Design mips_run_monitor_flat, sky130hd; sources not shown.
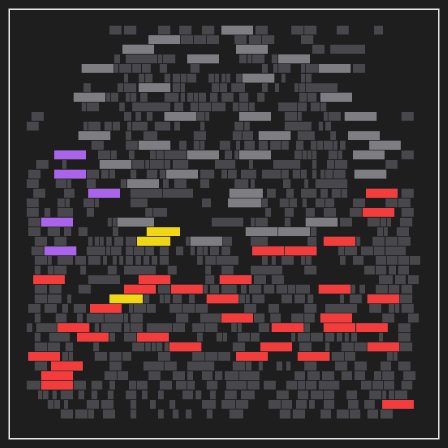
flops_by_reg.png
Other sequential cells in the stronger grey, the rest of the logic in the fainter grey.
[purple] u_core.dump.dump_idx | flops: 5 | where: west
[red] u_core.dump.dump_data | flops: 32
[yellow] u_core.state_q | flops: 3
sequential group power: 1.34 mW
final core utilization: 54.80%
register area: 1862 sq um
fraction of area in registers: 27.03%

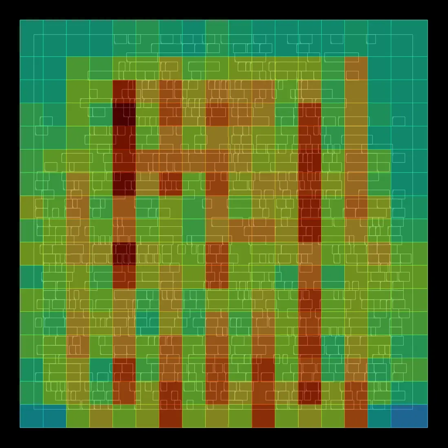
congestion.png
GR Util met2: 33.68%
grt met3 use: 3.636%

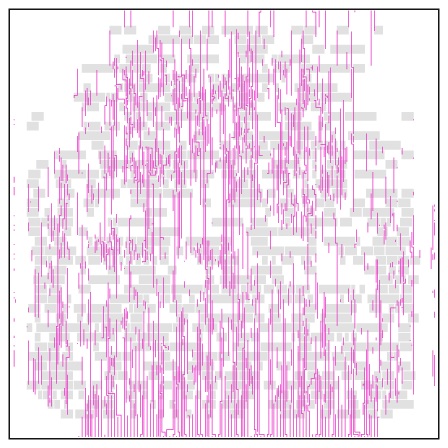
layer_met2.png
wire length on this layer: 7,410 um
nets with wire on the layer: 649
share of all routed wire: 51%
Routed WL: 14,630 um
detailed-route via count: 4,441

==> results.py <==
# Flow results
metrics = {
    "cells_and_area": {
        "flops": 74,
        "drive_above_1_share_pct": 17.81,
        "stdcell_area_sq_um": 6888,
        "largest_class": "combinational gates",
    },
    "floorplanning": {
        "std_cell_rows": 41,
        "pin_count": 181,
    },
    "logic_synthesis": {
        "ys_seq_share_pct": 41.23,
        "numSynthFlops": 74,
        "synthTopCellsByCount": "dfrtp_1 (74), nor2_1 (53), a21oi_1 (44), mux2i_1 (37), nand2_1 (35)",
        "flop_cell": "dfrtp_1",
        "synth.most_common_cell": "dfrtp_1",
        "postSynthAreaPerCell_sq_um": 9.358,
        "top_area_share_pct": 41.23,
        "topCombFamilyByArea": "simple AND/OR/NAND/NOR gates",
    },
    "flow_run": {
        "openroad.warnings": 28,
    },
    "run_status": {
        "status": "completed",
    },
    "global_route": {
        "busiest_layer": "met2",
        "met1_usage_pct": 25.03,
    },
    "timing": {
        "setup_slack_ns": 0.2933,
        "finalMaxSlewViolations": 0,
    },
    "route": {
        "wl_per_cell_um": 17.40,
        "dr_wl_met2_um": 7413,
    },
    "power_and_ir_drop": {
        "total_power_mw": 3.855,
        "power.leakage_nw": 2.884,
        "comb_power_mw": 1.43,
    },
}
Power and IR drop assume default switching activity.
